`src/rtl/quadrature_tx.sv`:
```
// Quadrature A/B waveform generator driven by step commands, with optional
// contact-bounce injection on the changing output of each transition.
module quadrature_tx #(
    parameter int STEP_WIDTH  = 8,
    parameter int PHASE_WIDTH = 8,
    parameter int BOUNCE_N    = 3
) (
    input  logic                   clk,
    input  logic                   reset,
    input  logic                   cmd_valid,
    output logic                   cmd_ready,
    input  logic                   cmd_dir,
    input  logic [STEP_WIDTH-1:0]  cmd_steps,
    input  logic [PHASE_WIDTH-1:0] cmd_phase,
    input  logic                   cmd_bounce,
    output logic                   enc_a,
    output logic                   enc_b,
    output logic                   busy,
    output logic                   done,
    output logic [STEP_WIDTH-1:0]  position,
    output logic [1:0]             dbg_state
);

    // Handshake: a command transfers on a rising clk edge where cmd_valid and
    // cmd_ready are both high; cmd_ready is only high in IDLE, and the command
    // fields are sampled on that edge and ignored afterwards.

    localparam int BW = (BOUNCE_N > 1) ? $clog2(2 * BOUNCE_N - 1) : 1;
    localparam logic [BW-1:0] GLITCHES = BW'(2 * BOUNCE_N - 2);

    typedef enum logic [1:0] {
        IDLE   = 2'd0,
        RUN    = 2'd1,
        FINISH = 2'd2
    } state_t;

    state_t                 state_q, state_d;
    logic                   ready_q, ready_d;
    logic                   busy_q, busy_d;
    logic                   done_q, done_d;
    logic                   a_q, a_d;
    logic                   b_q, b_d;
    logic [STEP_WIDTH-1:0]  pos_q, pos_d;
    logic                   dir_q, dir_d;
    logic                   bounce_q, bounce_d;
    logic [STEP_WIDTH-1:0]  steps_q, steps_d;
    logic [PHASE_WIDTH-1:0] phase_q, phase_d;
    logic [PHASE_WIDTH-1:0] cnt_q, cnt_d;
    logic [1:0]             idx_q, idx_d;
    logic [BW-1:0]          bcnt_q, bcnt_d;
    logic                   bsel_q, bsel_d;
    logic [1:0]             ab_old, ab_new;

    // Clean {A,B} level after idx transitions of the current step.
    function automatic logic [1:0] gray_ab(input logic [1:0] idx, input logic dir);
        logic [1:0] ab;
        case (idx)
            2'd0:    ab = 2'b00;
            2'd1:    ab = dir ? 2'b10 : 2'b01;
            2'd2:    ab = 2'b11;
            default: ab = dir ? 2'b01 : 2'b10;
        endcase
        return ab;
    endfunction

    always_ff @(posedge clk or negedge reset) begin
        if (!reset) begin
            state_q  <= IDLE;
            ready_q  <= 1'b1;
            busy_q   <= 1'b0;
            done_q   <= 1'b0;
            a_q      <= 1'b0;
            b_q      <= 1'b0;
            pos_q    <= '0;
            dir_q    <= 1'b0;
            bounce_q <= 1'b0;
            steps_q  <= '0;
            phase_q  <= PHASE_WIDTH'(1);
            cnt_q    <= '0;
            idx_q    <= '0;
            bcnt_q   <= '0;
            bsel_q   <= 1'b0;
        end else begin
            state_q  <= state_d;
            ready_q  <= ready_d;
            busy_q   <= busy_d;
            done_q   <= done_d;
            a_q      <= a_d;
            b_q      <= b_d;
            pos_q    <= pos_d;
            dir_q    <= dir_d;
            bounce_q <= bounce_d;
            steps_q  <= steps_d;
            phase_q  <= phase_d;
            cnt_q    <= cnt_d;
            idx_q    <= idx_d;
            bcnt_q   <= bcnt_d;
            bsel_q   <= bsel_d;
        end
    end

    always_comb begin
        state_d  = state_q;
        ready_d  = ready_q;
        busy_d   = busy_q;
        done_d   = 1'b0;
        a_d      = a_q;
        b_d      = b_q;
        pos_d    = pos_q;
        dir_d    = dir_q;
        bounce_d = bounce_q;
        steps_d  = steps_q;
        phase_d  = phase_q;
        cnt_d    = cnt_q;
        idx_d    = idx_q;
        bcnt_d   = bcnt_q;
        bsel_d   = bsel_q;
        ab_old   = gray_ab(idx_q, dir_q);
        ab_new   = gray_ab(idx_q + 2'd1, dir_q);

        case (state_q)
            IDLE: begin
                ready_d = 1'b1;
                busy_d  = 1'b0;
                if (cmd_valid && ready_q) begin
                    dir_d    = cmd_dir;
                    bounce_d = cmd_bounce;
                    steps_d  = cmd_steps;
                    phase_d  = (cmd_phase == '0) ? PHASE_WIDTH'(1) : cmd_phase;
                    cnt_d    = (cmd_phase == '0) ? PHASE_WIDTH'(1) : cmd_phase;
                    idx_d    = '0;
                    bcnt_d   = '0;
                    ready_d  = 1'b0;
                    if (cmd_steps == '0) begin
                        state_d = FINISH;
                        done_d  = 1'b1;
                    end else begin
                        state_d = RUN;
                        busy_d  = 1'b1;
                    end
                end
            end

            RUN: begin
                if (cnt_q <= PHASE_WIDTH'(1)) begin
                    // A transition overrides any glitches still pending.
                    cnt_d  = phase_q;
                    idx_d  = idx_q + 2'd1;
                    a_d    = ab_new[1];
                    b_d    = ab_new[0];
                    bsel_d = (ab_new[1] == ab_old[1]);
                    bcnt_d = bounce_q ? GLITCHES : '0;
                    if (idx_q == 2'd3) begin
                        pos_d   = dir_q ? pos_q + STEP_WIDTH'(1) : pos_q - STEP_WIDTH'(1);
                        steps_d = steps_q - STEP_WIDTH'(1);
                        if (steps_q == STEP_WIDTH'(1)) begin
                            state_d = FINISH;
                            busy_d  = 1'b0;
                            done_d  = 1'b1;
                            bcnt_d  = '0;
                        end
                    end
                end else begin
                    cnt_d = cnt_q - PHASE_WIDTH'(1);
                    if (bcnt_q != '0) begin
                        if (bsel_q) b_d = ~b_q;
                        else        a_d = ~a_q;
                        bcnt_d = bcnt_q - BW'(1);
                    end
                end
            end

            FINISH: begin
                state_d = IDLE;
                ready_d = 1'b1;
                busy_d  = 1'b0;
            end

            default: begin
                state_d = IDLE;
                ready_d = 1'b1;
                busy_d  = 1'b0;
            end
        endcase
    end

    assign cmd_ready = ready_q;
    assign busy      = busy_q;
    assign done      = done_q;
    assign enc_a     = a_q;
    assign enc_b     = b_q;
    assign position  = pos_q;
    assign dbg_state = state_q;

endmodule

```
`config.mk`:
```
export PLATFORM = sky130hd
export DESIGN_NAME = quadrature_tx
export DESIGN_NICKNAME = d
export VERILOG_FILES = /design/src/rtl/quadrature_tx.sv
export SDC_FILE = /design/constraint.sdc
export NUM_CORES = 1
export LEC_CHECK = 0
export ABC_AREA = 0
export CAP_MARGIN = 20
export CORE_AREA = 4 4 104 81
export CTS_CLUSTER_DIAMETER = 40
export DETAILED_ROUTE_END_ITERATION = 8
export DIE_AREA = 0 0 108 85
export PLACE_DENSITY = 0.59
export SETUP_SLACK_MARGIN = 0.02
export SYNTH_ARGS = -nofsm -noshare
export SYNTH_HDL_FRONTEND = slang
export SYNTH_SLANG_ARGS = --single-unit
```
`constraint.sdc`:
```
create_clock -name clk -period 2.92 [get_ports clk]
set_input_delay 0.292 -clock clk [delete_from_list [all_inputs] [get_ports clk]]
set_output_delay 0.292 -clock clk [all_outputs]
set_load 0.005 [all_outputs]
```
Figure 1. Routed metal, one color a layer.
Scale bar: 20 um.
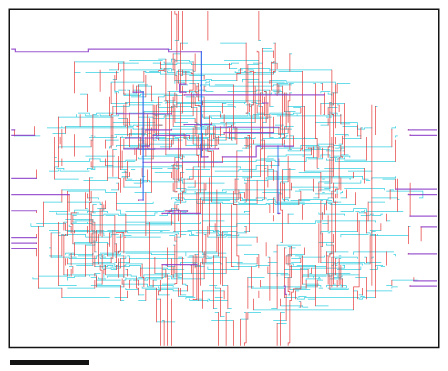
legend:
  purple:
    layer: metal 3
    wire_length: 377 um
  blue:
    layer: metal 4
    wire_length: 70.7 um
  cyan:
    layer: metal 1
    wire_length: 3340 um
  red:
    layer: metal 2
    wire_length: 2690 um
via count: 2389
aggregate routed wire length: 6480 um
wire per inst: 14.3 um

Figure 2. Pin placement.
Pins as bars across the die edge, other pins in gray.
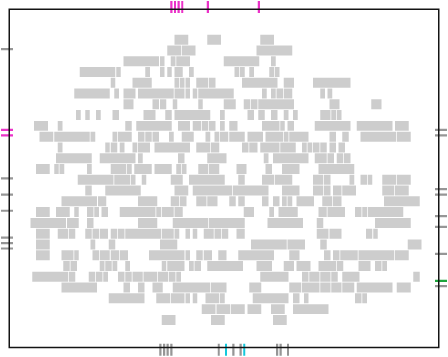
legend:
  cyan:
    port: dbg_state
    pins: 2
    direction: output
    edge: bottom
  magenta:
    port: cmd_phase
    pins: 8
    direction: input
    edge: 6 top, 2 left
  green:
    port: reset
    pins: 1
    direction: input
    edge: right
all pins by edge: 12 bottom, 9 left, 9 right, 6 top
Die Ht: 85 um
I/O Buffers: 35

Figure 3. Where the registers sit.
Other sequential cells in the stronger gray, the rest of the logic in the fainter gray.
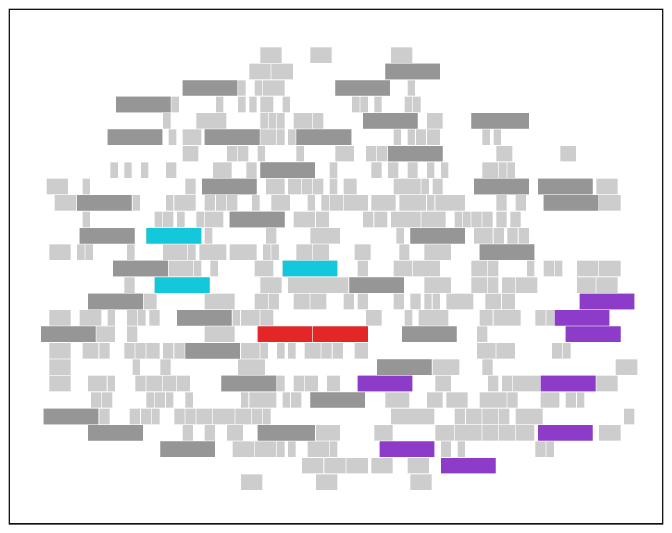
legend:
  cyan:
    name_in_the_netlist: bcnt_q
    placed_flops: 3
  red:
    name_in_the_netlist: dbg_state
    placed_flops: 2
  purple:
    name_in_the_netlist: position
    placed_flops: 8
Seq. pwr: 1.14 mW
Seq area share: 35.2%

Figure 4. Routing congestion map.
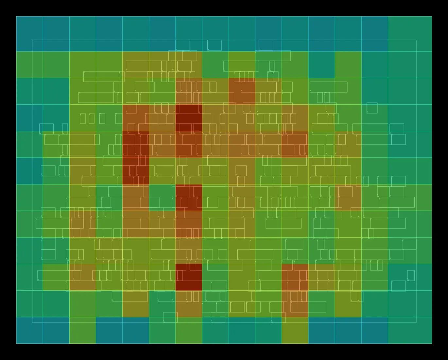
met2 usage: 21.7%
met1 Track Usage GR: 22.3%
busiest grt layer: met1

Figure 5. Routed clock nets over the placement.
Scale bar: 20 um.
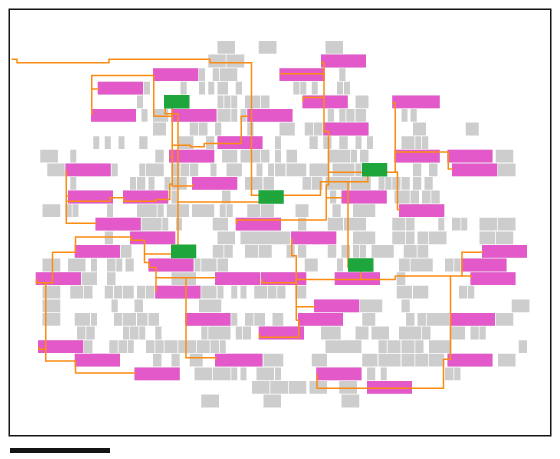
legend:
  orange:
    item: clock wires
    length: 685 um
  magenta:
    item: flip-flops
    count: 47
  green:
    item: clock drivers
    count: 5
flops lie: spread over the die
Clk pwr share: 15.7%
Clock Latency Late Sink: 300 ps
Power Clock: 437 uW
post-route clock skew: 3.21 ps

==> Slide: Implementation Results <==
Synthesis and Place & Route Summary

Run status
  – Status: finished, violations left
  – Failing checks: negative hold slack

Detailed routing
  – Drt pass-1 iters: 5
  – DRT antenna net count: 0
  – DR vias/cell: 5.27
  – WL met1: 3340 um
  – Highest routed layer: met4

Hold path
  – Hold Path Class: in -> async

Job
  – Tally of OpenROAD warnings: 31

Timing
  – Slew Viols, Final: 0
  – Slew @ Worst Pin: 626 ps
  – Crit share post-route: 79.5%
  – FMAX: 431 MHz
  – Setup TNS: 0 ps
  – Fin. Hold Viols: 5
  – RSZ-0062 raised after global routing: no
  – Worst hold slack: -4.89 ps
  – Setup violators final: 0
  – Worst setup margin: 600 ps

Synthesis
  – Async SR Flop Fraction: 100%
  – Cell with the most instances after synthesis: dfrtp_1
  – Floorplan net count: 353
  – Synth Cell Area: 2770 um2
  – Top_reg_cell synth: dfrtp_1
  – Top cell area share: 40.7%
  – Top cells by count: dfrtp_1, nand2_1, nor2_1, o21ai_0, a21oi_1
  – XORs/XNORs by Area: 3.16%
  – Compound Share, Synth: 20.7%
  – Cells after synthesis: 315
  – Post-synth regs: 47
  – Synthesis area per yosys: 2770 um2
  – Yosys simple share: 19.4%
  – Ys cells: 315
  – Flip-flops with a built-in enable: 0
  – Cell Type Count: 52
  – Syn. warnings: 0
  – Top logic family: AND-OR/OR-AND gates
  – Adder Area Share: 7.95%
  – Seq share, synth: 42.5%

Cells and area
  – Fill count: 745
  – Layout Nets: 389
  – Dominant logic cell type in the layout: dfrtp_1
  – Ant diodes: 0
  – Final Cell Area: 3350 um2
  – Logic cell area: 1480 um2
  – Top class by area: combinational gates
  – Most frequent cells in the layout: dfrtp_1, nand2_1, clkdlybuf4s50_1
  – # clk buffers: 8
  – FF+latch area: 1180 um2
  – Seq cells: 47
  – Layout cells sized above 1: 7.95%
  – Syn-to-layout area delta: 20.9%
  – Multi-input comb cells: 239
  – Non-Clock Inverter Count: 14
  – Final cell count without fillers: 453

Setup path
  – CP Launch Type: register
  – CP cell instances: or4_4 > or3_1 > a21oi_1 > nor2_1 > a221o_1
  – WS Path Type: reg -> reg
  – Critical path's slowest cell: or4_4
  – Crit Path Max Fanout: 15
  – CP Capture Type: register
  – CP Data Required Time: 3110 ps
  – RR Endpoint: bcnt_q[2]
  – R2r worst-path depth: 5
  – CP top delay family: simple AND/OR/NAND/NOR gates

CTS
  – Postcts setup bufs: 0
  – Bufs on Longest Clock Path: 2
  – H-Tree Depth: 2
  – Clock-pin slew on the worst setup and hold paths: 90 ps
  – CTS sink count: 47
  – PostCTS Resize Cnt: 0

Power
  – P_leak: 1.47 nW
  – P_sw: 1.09 mW
  – P_comb: 1.21 mW
  – Internal power: 1.70 mW
  – Largest power group: combinational logic
  – Reg power frac: 40.9%
  – Tot Pwr: 2.79 mW
  – Combinational share of power: 43.5%
  – PwrDens: 832 nW/um2
  – Worst vdd ir: 0.000293 V

Placement
  – Placed Instances: 445
  – Post-Place Setup Slack: 594 ps
  – DP Area: 3250 um2
  – Dpl hpwl: 4810 um

Floorplan
  – Tapcell Cnt: 101
  – CORE AREA: 7330 um2
  – Chip area: 9180 um2
  – Top Ports: 36

GRT
  – Vias in the first global route: 2237
  – Global routing usage on met3: 3.19%
  – GRT Total Usage: 14.9%
  – Largest net degree at the start of global routing: 32
  – Initial antenna violation count: 0
No activity file was given, so power comes from the tool's default toggle rates.
